--- src/rtl/prime_scroll_pkg.sv ---
// Shared types, widths and defaults for the prime-number scrolling display controller.
package prime_scroll_pkg;

  localparam int IDX_W           = 8;
  localparam int VAL_W           = 10;
  localparam int TICK_CYCLES_DEF = 70000000;
  localparam int MAX_PRIMES_DEF  = 172;

  typedef enum logic [2:0] {
    IDLE,
    SIEVE,
    STORE,
    FETCH_A,
    FETCH_B,
    SHOW
  } state_t;

  // Table tags are 1-based and wrap within 1..cnt.
  function automatic logic [IDX_W-1:0] next_tag(input logic [IDX_W-1:0] t,
                                               input logic [IDX_W-1:0] cnt);
    return (t == cnt) ? IDX_W'(1) : t + IDX_W'(1);
  endfunction

  function automatic logic [IDX_W-1:0] prev_tag(input logic [IDX_W-1:0] t,
                                               input logic [IDX_W-1:0] cnt);
    return (t == IDX_W'(1)) ? cnt : t - IDX_W'(1);
  endfunction

endpackage

--- src/rtl/prime_scroll_ctrl_tick.sv ---
// Display step timer with optional pause toggle; pause support is built only when
// PRIME_SCROLL_PAUSE_EN is defined, otherwise the pause input is ignored.
module prime_tick_gen
  import prime_scroll_pkg::*;
#(
  parameter int TICK_CYCLES = TICK_CYCLES_DEF
) (
  input  logic clk,
  input  logic reset,
  input  logic enable,
  input  logic pause,
  output logic tick
);

  localparam int CNT_W = (TICK_CYCLES > 1) ? $clog2(TICK_CYCLES) : 1;
  localparam logic [CNT_W-1:0] LAST = CNT_W'(TICK_CYCLES - 1);

  logic [CNT_W-1:0] cnt;
  logic             paused;

`ifdef PRIME_SCROLL_PAUSE_EN
  always_ff @(posedge clk or posedge reset) begin
    if (reset)
      paused <= 1'b0;
    else if (pause)
      paused <= ~paused;
  end
`else
  logic unused_pause;
  assign unused_pause = pause;
  assign paused       = 1'b0;
`endif

  // The pre-toggle paused value gates the tick, so a pause press on the terminal
  // count still lets that advance happen.
  assign tick = enable && !paused && (cnt == LAST);

  always_ff @(posedge clk or posedge reset) begin
    if (reset)
      cnt <= '0;
    else if (!enable)
      cnt <= '0;
    else if (!paused)
      cnt <= (cnt == LAST) ? '0 : cnt + CNT_W'(1);
  end

endmodule

--- src/rtl/prime_scroll_ctrl.sv ---
// Builds the prime table via sieve/compaction handshakes, then scrolls an adjacent pair
// of primes on the LCD. Pause is available only with PRIME_SCROLL_PAUSE_EN defined.
module prime_scroll_ctrl
  import prime_scroll_pkg::*;
#(
  parameter int TICK_CYCLES = TICK_CYCLES_DEF,
  parameter int MAX_PRIMES  = MAX_PRIMES_DEF
) (
  input  logic             clk,
  input  logic             reset,
  input  logic             btn_dir,
  input  logic             btn_pause,
  output logic             sieve_start,
  input  logic             sieve_done,
  output logic             store_start,
  input  logic             store_done,
  input  logic [IDX_W-1:0] store_count,
  output logic             rd_req,
  output logic [IDX_W-1:0] rd_idx,
  input  logic             rd_ack,
  input  logic [VAL_W-1:0] rd_data,
  output logic             disp_valid,
  output logic [IDX_W-1:0] disp_tag_a,
  output logic [VAL_W-1:0] disp_val_a,
  output logic [IDX_W-1:0] disp_tag_b,
  output logic [VAL_W-1:0] disp_val_b,
  output logic             busy
);

  localparam logic [IDX_W-1:0] MAX_IDX = IDX_W'(MAX_PRIMES);

  state_t           state, state_n;
  logic [IDX_W-1:0] tag, count, clamped, tag_next, tag_prev;
  logic [VAL_W-1:0] val_a;
  logic             dir, tick;
  logic             sieve_start_n, store_start_n, latch_count, issue, cap_a, cap_b, advance;

  assign clamped  = (store_count > MAX_IDX) ? MAX_IDX : store_count;
  assign tag_next = next_tag(tag, count);
  assign tag_prev = prev_tag(tag, count);

  // Gated by reset so every output reads 0 while reset is held.
  assign busy = !reset && (state == IDLE || state == SIEVE || state == STORE);

  prime_tick_gen #(.TICK_CYCLES(TICK_CYCLES)) u_tick (
    .clk    (clk),
    .reset  (reset),
    .enable (state == SHOW),
    .pause  (btn_pause),
    .tick   (tick)
  );

  always_ff @(posedge clk or posedge reset) begin
    if (reset)
      state <= IDLE;
    else
      state <= state_n;
  end

  // Done strobes are ignored while our own start pulse is still high.
  always_comb begin
    state_n       = state;
    sieve_start_n = 1'b0;
    store_start_n = 1'b0;
    latch_count   = 1'b0;
    issue         = 1'b0;
    cap_a         = 1'b0;
    cap_b         = 1'b0;
    advance       = 1'b0;
    case (state)
      IDLE: begin
        sieve_start_n = 1'b1;
        state_n       = SIEVE;
      end
      SIEVE: begin
        if (!sieve_start && sieve_done) begin
          store_start_n = 1'b1;
          state_n       = STORE;
        end
      end
      STORE: begin
        if (!store_start && store_done) begin
          latch_count = 1'b1;
          state_n     = (clamped < IDX_W'(2)) ? IDLE : FETCH_A;
        end
      end
      FETCH_A: begin
        if (!rd_req)
          issue = 1'b1;
        else if (rd_ack) begin
          cap_a   = 1'b1;
          state_n = FETCH_B;
        end
      end
      FETCH_B: begin
        if (!rd_req)
          issue = 1'b1;
        else if (rd_ack) begin
          cap_b   = 1'b1;
          state_n = SHOW;
        end
      end
      SHOW: begin
        if (tick) begin
          advance = 1'b1;
          state_n = FETCH_A;
        end
      end
      default: state_n = IDLE;
    endcase
  end

  always_ff @(posedge clk or posedge reset) begin
    if (reset) begin
      sieve_start <= 1'b0;
      store_start <= 1'b0;
      count       <= '0;
      tag         <= IDX_W'(1);
      dir         <= 1'b0;
      rd_req      <= 1'b0;
      rd_idx      <= '0;
      val_a       <= '0;
      disp_valid  <= 1'b0;
      disp_tag_a  <= '0;
      disp_val_a  <= '0;
      disp_tag_b  <= '0;
      disp_val_b  <= '0;
    end else begin
      sieve_start <= sieve_start_n;
      store_start <= store_start_n;
      if (btn_dir)
        dir <= ~dir;
      if (latch_count)
        count <= clamped;
      if (issue) begin
        rd_req <= 1'b1;
        rd_idx <= (state == FETCH_A) ? tag : tag_next;
      end
      if (cap_a) begin
        rd_req <= 1'b0;
        val_a  <= rd_data;
      end
      // The shown pair only changes once both reads are in hand.
      if (cap_b) begin
        rd_req     <= 1'b0;
        disp_valid <= 1'b1;
        disp_tag_a <= tag;
        disp_val_a <= val_a;
        disp_tag_b <= tag_next;
        disp_val_b <= rd_data;
      end
      if (advance)
        tag <= dir ? tag_prev : tag_next;
    end
  end

endmodule
--- config.mk ---
export PLATFORM = sky130hd
export DESIGN_NAME = prime_scroll_ctrl
export DESIGN_NICKNAME = d
export VERILOG_FILES = /design/src/rtl/prime_scroll_pkg.sv /design/src/rtl/prime_scroll_ctrl_tick.sv /design/src/rtl/prime_scroll_ctrl.sv
export SDC_FILE = /design/constraint.sdc
export NUM_CORES = 1
export LEC_CHECK = 0
export ABC_AREA = 1
export CAP_MARGIN = 20
export CORE_ASPECT_RATIO = 1.4
export CORE_MARGIN = 2
export CORE_UTILIZATION = 58
export CTS_CLUSTER_SIZE = 12
export DETAILED_ROUTE_END_ITERATION = 10
export DONT_BUFFER_PORTS = 1
export PLACE_DENSITY = 0.84
export SYNTH_ARGS = -nofsm -noshare
export SYNTH_HDL_FRONTEND = slang
export SYNTH_HIERARCHICAL = 1
export SYNTH_SLANG_ARGS = --single-unit
--- constraint.sdc ---
create_clock -name clk -period 3.15 [get_ports clk]
set_clock_uncertainty 0.2 [all_clocks]
set_input_delay 0.63 -clock clk [delete_from_list [all_inputs] [get_ports clk]]
set_output_delay 0.63 -clock clk [all_outputs]
set_load 0.01 [all_outputs]
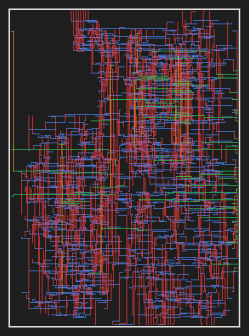
(run_1/metal_stack.png)
met4 -> orange  # wire length 353 µm
met1 -> blue  # wire length 4700 µm
met2 -> red  # wire length 6250 µm
met3 -> green  # wire length 703 µm

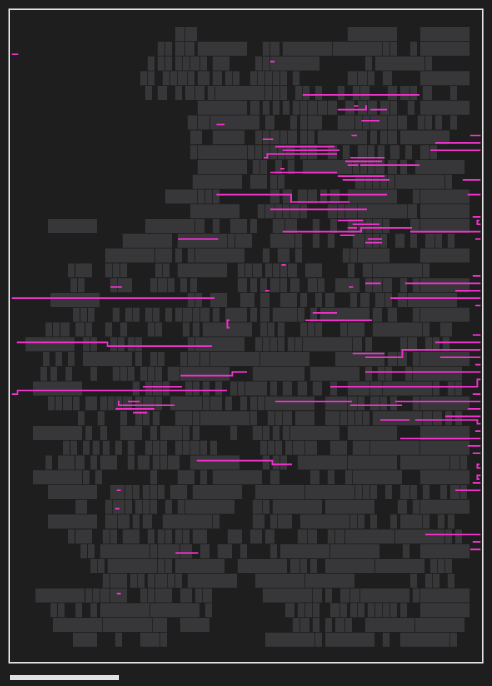
(run_1/met3.png)
The bar under the picture is 20 µm long.
nets with wire on the layer = 75
longest straight run = 38.4 µm

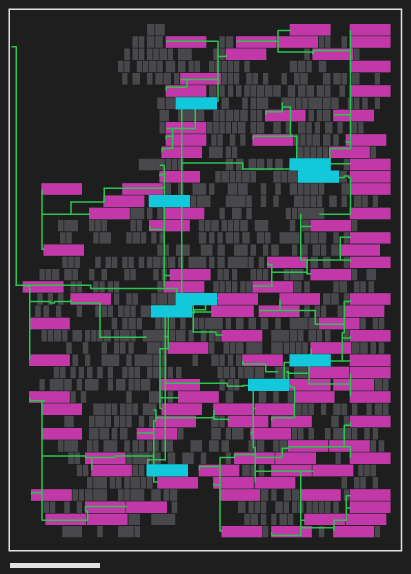
(run_1/clock_map.png)
The bar under the picture is 20 µm long.
cells driving clock nets -> cyan  # count 9
flip-flops -> magenta  # count 105
clock wires -> green  # length 1100 µm
routed clock nets = 10

==> impl_metrics.yaml, run 1 <==
# synthesis and place-and-route metrics
clock_network:
  post-cts-setup-buffers: 0
  cts-root-buf: "clkbuf_16"
  cts_hold_buffers: 0
  clkTransAtPathRegs_ns: 0.08
  clockBufferDepth: 2
  h-tree-depth: 3
  cts_sinks: 105
  cts_resized: 0
  cts_tree: "yes"
floorplan:
  fp.coreArea_um2: 9410
  ios: 74
  floorplan.core_util_pct: 59.3
  tap_cells: 110
  rows: 42
  die_x_um: 86.9
  die_area_um2: 10400
setup_path:
  end_kind: "register"
  startpoint: "state[1]$_DFFE_PP0P_"
  ff2ff_setup_slack_ns: 0.77
  worst_ep_required_time_ns: 3.18
  cp.buffers_inverters: 4
  path_depth: 10
  worst-endpoint-arrival_ns: 2.41
  timing.rr.end: "tag[3]$_DFFE_PP0P_"
  crit_type: "reg2reg"
  crit_path_frequent_cell: "inv_1"
  timing.rr.start: "state[1]$_DFFE_PP0P_"
  reg2reg_depth: 10
  critPathSlowestCell: "dfrtp_1"
  critPathTopFamily: "simple AND/OR/NAND/NOR gates"
pwr:
  p_per_area_nw_per_um2: 668
  p_leak_nw: 2.83
  irDropWorstVdd_mv: 0.402
layout:
  drive_above_1_share_pct: 7.61
  dominant_cells: "registers"
  final_cells: 846
  fill_cells: 835
  flop-count: 105
  signal_buffers: 3
  final_cell_mix: "nand2_1, dfrtp_1, nor2_1"
  nNonClkInverters: 78
  final_common_cell: "nand2_1"
  layout.area.comb_um2: 2460
  regArea_um2: 2630
  final_nets: 760
  comb_share_pct: 41.9
  seq_share_pct: 44.7
  nClkBuffers: 9
  clockNetworkAreaShare_pct: 5.39
  final_util_pct: 62.5
  nonClkBufAreaFrac_pct: 0.511
  area_delta_synth_final_pct: 5.39
drt:
  dr_wl_met2_mm: 6.25
  drc: 0
  met3WireLength_um: 703
  ant_nets: 0
  routed_wl_mm: 12.0
  routed.top_layer: "met4"
  wl_met1_mm: 4.70
  first_iter_violations: 343
  routedWlPerCell_um: 14.2
  vias: 4619
sta:
  rsz0062_at_grt: "no"
  drv_slew: 0
  worst_slew_pin_slew_ns: 0.951
  tns_ns: 0
  holdWs_ns: 0.00550
run:
  maxCapViolCount: 0
synthesis:
  synthesis.nets: 771
  syn_inst: 742
  top_area_cell: "dfrtp_1"
  ys_warn_count: 6
  top_cells_by_count: "nand2_1, dfrtp_1, nor2_1"
  synth.area.top_cells: "dfrtp_1, nand2_1, nor2_1, inv_1, nand3_1"
  synth.distinct_cells: 35
  synth_area_um2: 5580
  synth_stat.cells: 742
  edf_count: 0
  async_flop_share_pct: 100
  syn_avg_cell_area_um2: 7.51
  synth_seq_share_pct: 47.1
  synth_top_area_share_pct: 46.7
grt:
  overflow: 0
  grt_pass1_vias: 4551
  grt_pass1_wl_mm: 20.6
  antenna_found_initial: 0
  grt_start_max_net_pins: 79
run_status:
  outcome: "finished, final reports clean"
placed_design:
  post-dp-hpwl_mm: 8.84
  place.gp.congestion: 0.884
  port_buffers: 0
  post-place-cells: 829
-- run 1: worst reg2reg max path: stages, from the launching register on --
cell,delay (ns)
dfrtp_1,0.42
inv_1,0.13
nand2_1,0.13
nor2_2,0.25
inv_1,0.30
nor2_1,0.17
inv_1,0.09
nor2_4,0.21
inv_2,0.13
a21oi_1,0.16
a21boi_1,0.08
-- run 1: stage by stage --
step	power, mW	worst slack (ns)	area (µm²)
after global routing	4.19	0.552	5880
after detailed placement	2.82	0.781	5540
after CTS	3.96	0.761	5860
after floorplan	2.65	0.220	5580
final	3.92	0.771	5880
after global placement	2.77	0.819	5540
-- run 1: per-layer routing --
| metal | GRT usage [%] | vias to the layer above |
|---|---|---|
| met5 | 0 | - |
| met4 | 10.2 | 0 |
| met3 | 5.23 | 29 |
| met2 | 43.1 | 143 |
| met1 | 28.9 | 2158 |
| li1 | - | 2289 |
-- run 1: flip-flops by register name (all words and copies together) (netlist names) --
| register | count |
|---|---|
| disp_val_a | 10 |
| disp_valid | 1 |
| sieve_start | 1 |
| disp_tag_b | 8 |
| u_tick/cnt | 27 |
| state | 3 |
| count | 8 |
| disp_val_b | 10 |
| rd_idx | 8 |
| tag | 8 |
| store_start | 1 |
| dir | 1 |
| val_a | 10 |
| disp_tag_a | 8 |
| rd_req | 1 |
-- run 1: kinds of logic after synthesis --
family	Yosys count	synth area share, %
XOR/XNOR	19	2.98
AND-OR/OR-AND	73	6.91
AND/OR/NAND/NOR	437	33.1
adder cells (fa/ha/maj)	4	0.898
flip-flops	105	47.2
buffers and inverters	103	8.71
multiplexers	1	0.202
-- run 1: power by group --
part	total [mW]	internal (mW)	switching (mW)
Sequential	1.95	1.65	0.302
Combinational	0.841	0.298	0.543
Clock	1.13	0.574	0.558
==> run 1 -> run 2 <==
--- a/config.mk
+++ b/config.mk
@@ -9,11 +9,11 @@
 export CAP_MARGIN = 20
 export CORE_ASPECT_RATIO = 1.4
 export CORE_MARGIN = 2
-export CORE_UTILIZATION = 58
+export CORE_UTILIZATION = 62
 export CTS_CLUSTER_SIZE = 12
 export DETAILED_ROUTE_END_ITERATION = 10
 export DONT_BUFFER_PORTS = 1
-export PLACE_DENSITY = 0.84
+export PLACE_DENSITY = 0.86
 export SYNTH_ARGS = -nofsm -noshare
 export SYNTH_HDL_FRONTEND = slang
 export SYNTH_HIERARCHICAL = 1
==> constraint.sdc (replaced) <==
create_clock -name clk -period 2.45 [get_ports clk]
set_clock_uncertainty 0.2 [all_clocks]
set_input_delay 0.49 -clock clk [delete_from_list [all_inputs] [get_ports clk]]
set_output_delay 0.49 -clock clk [all_outputs]
set_load 0.01 [all_outputs]
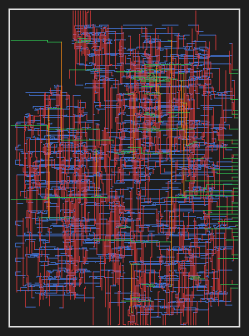
(run_2/metal_stack.png)
met4 -> orange  # wire length 324 µm
met3 -> green  # wire length 625 µm
met2 -> red  # wire length 6570 µm
met1 -> blue  # wire length 4800 µm

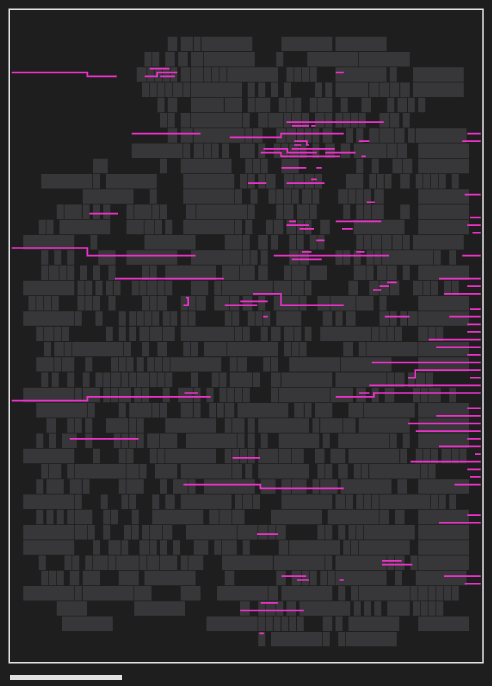
(run_2/met3.png)
The bar under the picture is 20 µm long.
nets with wire on the layer = 76
longest straight run = 21.8 µm
wire length on this layer = 625 µm
share of all routed wire = 5.1%
main direction = horizontal

==> run 2 against run 1 <==
Compared with the run above: via count grew 1.0%; synthesized cell count is the same; routed wire length grew 2.6%; critical path type unchanged; clock power grew 27%; setup slack lost 0.50 ns; maximum frequency grew 9.2%; count of clock-buffer cells in the layout is the same; synthesized area is the same; hold slack gained 0.014 ns; largest cell class unchanged.
==> impl_metrics.yaml, run 2 <==
# synthesis and place-and-route metrics
setup_path:
  critical_path.cell_chain: "ha_2, nand3_2, nor2_2, nand2_1, nor2_1, nand2_1, nor2_1, inv_1, nor2_4, inv_2, nand2_1, a21boi_1"
  ff2ff_setup_slack_ns: 0.27
  critPathTopFamily: "simple AND/OR/NAND/NOR gates"
  path_max_fanout: 10
  critPathSlowestCell: "dfrtp_1"
  cp.buffers_inverters: 2
  end_kind: "register"
  slowest_delay_ns: 0.39
  crit_path_start_kind: "register"
  worst-endpoint-arrival_ns: 2.24
  crit_path_frequent_cell: "nand2_1"
  crit_type: "reg2reg"
  timing.rr.start: "u_tick/cnt[0]$_DFF_PP0_"
  timing.rr.end: "tag[3]$_DFFE_PP0P_"
  reg2reg_depth: 12
  worst_ep_required_time_ns: 2.51
layout:
  antenna_cells: 0
  drive_above_1_share_pct: 9.24
  final_common_cell: "nand2_1"
  final_nets: 771
  final_util_pct: 68.9
  largest_register_ffs: 27
  regArea_um2: 2630
  final_cells: 852
  max_flop_register: "u_tick/cnt"
  fill_cells: 700
  layout.area.comb_um2: 2470
  area_delta_synth_final_pct: 6.98
  final_cell_mix: "nand2_1, dfrtp_1, nor2_1"
grt:
  grt_pass1_vias: 4633
  grt_use_total_pct: 26.3
  antenna_found_initial: 0
  grt_pass1_wl_mm: 20.8
  grt_start_max_net_pins: 79
  overflow: 0
pwr:
  p_seq_share_pct: 49.6
  switching_power_mw: 1.83
  irDropWorstVdd_mv: 0.738
  p_per_area_nw_per_um2: 851
  top_power_group: "sequential cells"
  p_leak_nw: 2.89
  p_seq_mw: 2.52
  netSwitchingFraction_pct: 36.0
  power.internal_mw: 3.25
  powerComb_mw: 1.13
  clockNetworkPower_mw: 1.43
  clkPwrFrac_pct: 28.1
  power_frac_comb_pct: 22.3
clock_network:
  cts_resized: 0
  cts_hold_buffers: 1
  clockBufferDepth: 2
  cts_sinks: 105
  h-tree-depth: 3
  cts_buffers: 9
  post-cts-setup-buffers: 0
  cts-root-buf: "clkbuf_16"
  cts_tree: "yes"
  clkLatencyLatePin_ns: 0.35
  clkTransAtPathRegs_ns: 0.07
synthesis:
  synth_top_area_share_pct: 46.7
  synth.distinct_cells: 35
  syn_inst: 742
  synthesis.nets: 771
  synth_area_um2: 5580
  ys.flops: 105
  top_cells_by_count: "nand2_1, dfrtp_1, nor2_1"
  synth_stat.cells: 742
  edf_count: 0
  yosysChipArea_um2: 5580
  synth_seq_share_pct: 47.1
  most_common_cell: "nand2_1"
  syn_avg_cell_area_um2: 7.51
  async_flop_share_pct: 100
  synth.area.top_cells: "dfrtp_1, nand2_1, nor2_1, inv_1, nand3_1"
  ys_warn_count: 6
  top_area_cell: "dfrtp_1"
  flop_cell: "dfrtp_1"
drt:
  vias: 4665
  routed_wl_mm: 12.3
  wl_met1_mm: 4.80
  routedWlPerCell_um: 14.5
  drc: 0
  first_iter_violations: 276
  first_pass_iters: 7
  ant_nets: 0
  routed.top_layer: "met4"
  vias_per_cell: 5.48
  met3WireLength_um: 624
  dr_wl_met2_mm: 6.57
sta:
  fin_crit_ns: 2.18
  period_used_pct: 88.9
  worst_slew_pin_slew_ns: 0.928
  clock.fmax_mhz: 459
  holdWs_ns: 0.0191
  drv_slew: 0
  hold_viol_final: 0
  rsz0062_at_grt: "no"
  max-slew-margin-rel_pct: 38.1
  finalSetupViolCount: 0
hold_path:
  hold_path.startpoint: "btn_dir"
  hold_path.class: "in2reg"
  hold_end: "dir$_DFFE_PP0P_"
  min_path_cells: 1
run:
  maxCapViolCount: 0
  warnings: 30
placed_design:
  place.gp.congestion: 0.911
  post-place-cells: 835
  port_buffers: 0
  post-dp-hpwl_mm: 9.10
run_status:
  outcome: "finished, final reports clean"
floorplan:
  die_y_um: 116
  die_area_um2: 9780
  die_x_um: 84.1
  rows: 40
  ios: 74
  floorplan.core_util_pct: 64.4
  fp.coreArea_um2: 8660
==> run 2: worst max path at each step <==
stage	cells past startpoint	end	from
detailed placement	12	tag[3]$_DFFE_PP0P_	u_tick/cnt[0]$_DFF_PP0_
global route	13	tag[4]$_DFFE_PP0P_	u_tick/cnt[0]$_DFF_PP0_
global placement	12	tag[3]$_DFFE_PP0P_	u_tick/cnt[0]$_DFF_PP0_
floorplan	3	busy	reset
CTS	12	tag[3]$_DFFE_PP0P_	u_tick/cnt[0]$_DFF_PP0_
finish	12	tag[3]$_DFFE_PP0P_	u_tick/cnt[0]$_DFF_PP0_
==> run 2: final cells by class <==
cell class,count,area share [%]
tap,105,2.20
timing repair buffer,14,2.01
clock buffer,9,3.78
sequential,105,44.1
inverter,78,5.06
multi-input combinational,534,41.4
clock inverter,7,1.45
==> run 2: per-layer routing <==
metal | vias up | track usage, %
met5 | - | 0
met1 | 2187 | 28.4
met4 | 0 | 11.2
met2 | 141 | 49.9
met3 | 26 | 5.37
li1 | 2311 | -
==> run 2: through the flow <==
stage / cell area [µm²] / TNS (ns) / setup WS (ns) / total power, mW
floorplan: 5580 / -0.0929 / -0.0929 / 3.41
global placement: 5640 / 0 / 0.305 / 3.58
detailed placement: 5640 / 0 / 0.234 / 3.66
CTS: 5960 / 0 / 0.208 / 5.10
global route: 5960 / 0 / 0.00584 / 5.39
finish: 5960 / 0 / 0.271 / 5.08
==> run 2: kinds of logic (layout without fill, tap and decap cells) <==
kind of cell    after synthesis  count (layout)  synth area share, %
fa+ha+maj                     4               4                0.898
mux                           1               1                0.202
buf+inv                     103             108                 8.71
compound gates               73              73                 6.91
flops                       105             105                 47.2
simple gates                437             437                 33.1
xor+xnor                     19              19                 2.98
==> run 2 -> run 3 <==
--- a/config.mk
+++ b/config.mk
@@ -6,6 +6,7 @@
 export NUM_CORES = 1
 export LEC_CHECK = 0
 export ABC_AREA = 1
+export ABC_CLOCK_PERIOD_IN_PS = 2450
 export CAP_MARGIN = 20
 export CORE_ASPECT_RATIO = 1.4
 export CORE_MARGIN = 2
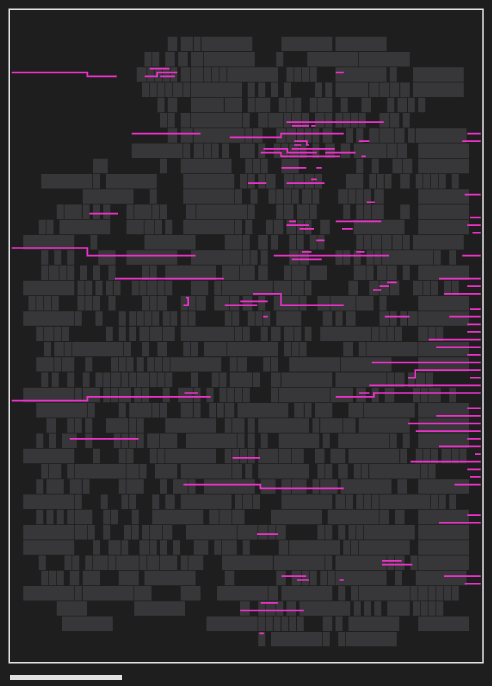
(run_3/met3.png)
The bar under the picture is 20 µm long.
longest straight run = 21.8 µm
nets with wire on the layer = 76
wire length on this layer = 625 µm

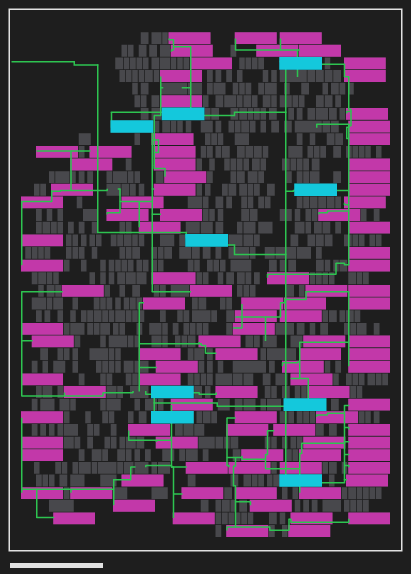
(run_3/clock_map.png)
The bar under the picture is 20 µm long.
clock wires -> green  # length 1030 µm
cells driving clock nets -> cyan  # count 9
flip-flops -> magenta  # count 105
flops lie = widely spread
routed clock nets = 10

==> run 3 against run 2 <==
Compared with the run above: maximum frequency stayed put; routed wire length stayed put; combinational power hardly changed; largest cell class unchanged.
==> impl_metrics.yaml, run 3 <==
# synthesis and place-and-route metrics
layout:
  fill_cells: 700
  final_cells: 852
  final_nets: 771
  final_util_pct: 68.9
  area_delta_synth_final_pct: 6.98
  max_flop_register: "u_tick/cnt"
pwr:
  power.internal_mw: 3.25
  p_seq_mw: 2.52
  finalPower_mw: 5.08
  p_per_area_nw_per_um2: 851
  power_frac_comb_pct: 22.3
  powerComb_mw: 1.13
  top_power_group: "sequential cells"
  clockNetworkPower_mw: 1.43
  irDropWorstVdd_mv: 0.738
  p_leak_nw: 2.89
setup_path:
  slowest_delay_ns: 0.39
  ff2ff_setup_slack_ns: 0.27
  cp.buffers_inverters: 2
  crit_path_frequent_cell: "nand2_1"
  end_kind: "register"
  worst-endpoint-arrival_ns: 2.24
  worst_ep_required_time_ns: 2.51
  critical_path.cell_chain: "ha_2, nand3_2, nor2_2, nand2_1, nor2_1, nand2_1, nor2_1, inv_1, nor2_4, inv_2, nand2_1, a21boi_1"
  critPathSlowestCell: "dfrtp_1"
floorplan:
  floorplan.core_util_pct: 64.4
  die_area_um2: 9780
  fp.coreArea_um2: 8660
  ios: 74
synthesis:
  async_flop_share_pct: 100
  synth_top_area_share_pct: 46.7
  synth.distinct_cells: 35
  ys.flops: 105
  synth_seq_share_pct: 47.1
  syn_inst: 742
  flop_cell: "dfrtp_1"
  syn_avg_cell_area_um2: 7.51
clock_network:
  clockBufferDepth: 2
  clkLatencyLatePin_ns: 0.35
  clkTransAtPathRegs_ns: 0.07
  cts_sinks: 105
drt:
  vias: 4665
  first_iter_violations: 276
  drc: 0
  first_pass_iters: 7
run:
  warnings: 30
grt:
  grt_pass1_wl_mm: 20.8
  antenna_found_initial: 0
  grt_util_met3_pct: 5.37
  grt_pass1_vias: 4633
  use_met2_pct: 49.9
  grt_use_total_pct: 26.3
  met1_usage_pct: 28.4
sta:
  clock.fmax_mhz: 459
  worst_slew_pin_slew_ns: 0.928
  fin_crit_ns: 2.18
  drv_slew: 0
  max-slew-margin-rel_pct: 38.1
  tns_ns: 0
  period_used_pct: 88.9
hold_path:
  hold_path.class: "in2reg"
run_status:
  outcome: "finished, final reports clean"
placed_design:
  post-place-cells: 835
## run 3: cell type report
type	count	area (µm²)	area share, %
Inverter	78	302	5.06
Clock inverter	7	86.3	1.45
Sequential cell	105	2630	44.1
Timing Repair Buffer	14	120	2.01
Multi-Input combinational cell	534	2470	41.4
Tap cell	105	131	2.20
Clock buffer	9	225	3.78
## run 3: worst register-to-register path, delay by kind of cell, from the launching register on
family	cells	cell delay [ns]
buffers and inverters	2	0.23
adders and majority gates	1	0.23
and+or+nand+nor	8	0.85
DFF	1	0.39
AOI/OAI and AO/OA	1	0.18
## run 3: repair_timing
item	CTS	global route
setup endpoints to repair	0	4
endpoints found under the hold margin	27	0
gates resized	0	2
hold buffers	1	0
## run 3: path summary, 6_finish.rpt
path	from	endpoint	depth (start not counted)
worst max-delay path	u_tick/cnt[0]$_DFF_PP0_	tag[3]$_DFFE_PP0P_	12
worst min-delay path	btn_dir	dir$_DFFE_PP0P_	1
worst max register to register	u_tick/cnt[0]$_DFF_PP0_	tag[3]$_DFFE_PP0P_	12
worst min register to register	val_a[0]$_DFFE_PP0P_	disp_val_a[0]$_DFFE_PP0P_	2
max in group asynchronous	reset	rd_idx[3]$_DFFE_PP0P_	2
min in group asynchronous	reset	disp_val_b[5]$_DFFE_PP0P_	2
## run 3: cell families (layout without fill, tap and decap cells)
group | Yosys count | count (layout) | share of synthesized area, %
AND-OR/OR-AND | 73 | 73 | 6.91
XOR/XNOR | 19 | 19 | 2.98
adder cells (fa/ha/maj) | 4 | 4 | 0.898
buffers and inverters | 103 | 108 | 8.71
flip-flops | 105 | 105 | 47.2
multiplexers | 1 | 1 | 0.202
AND/OR/NAND/NOR | 437 | 437 | 33.1
## run 3: per-layer routing
metal  up-vias  wire (µm)
met5         -          0
met4         0        323
met3        26        624
met2       141       6570
met1      2187       4800
li1       2311          -
No activity file was given, so power comes from the tool's default toggle rates.
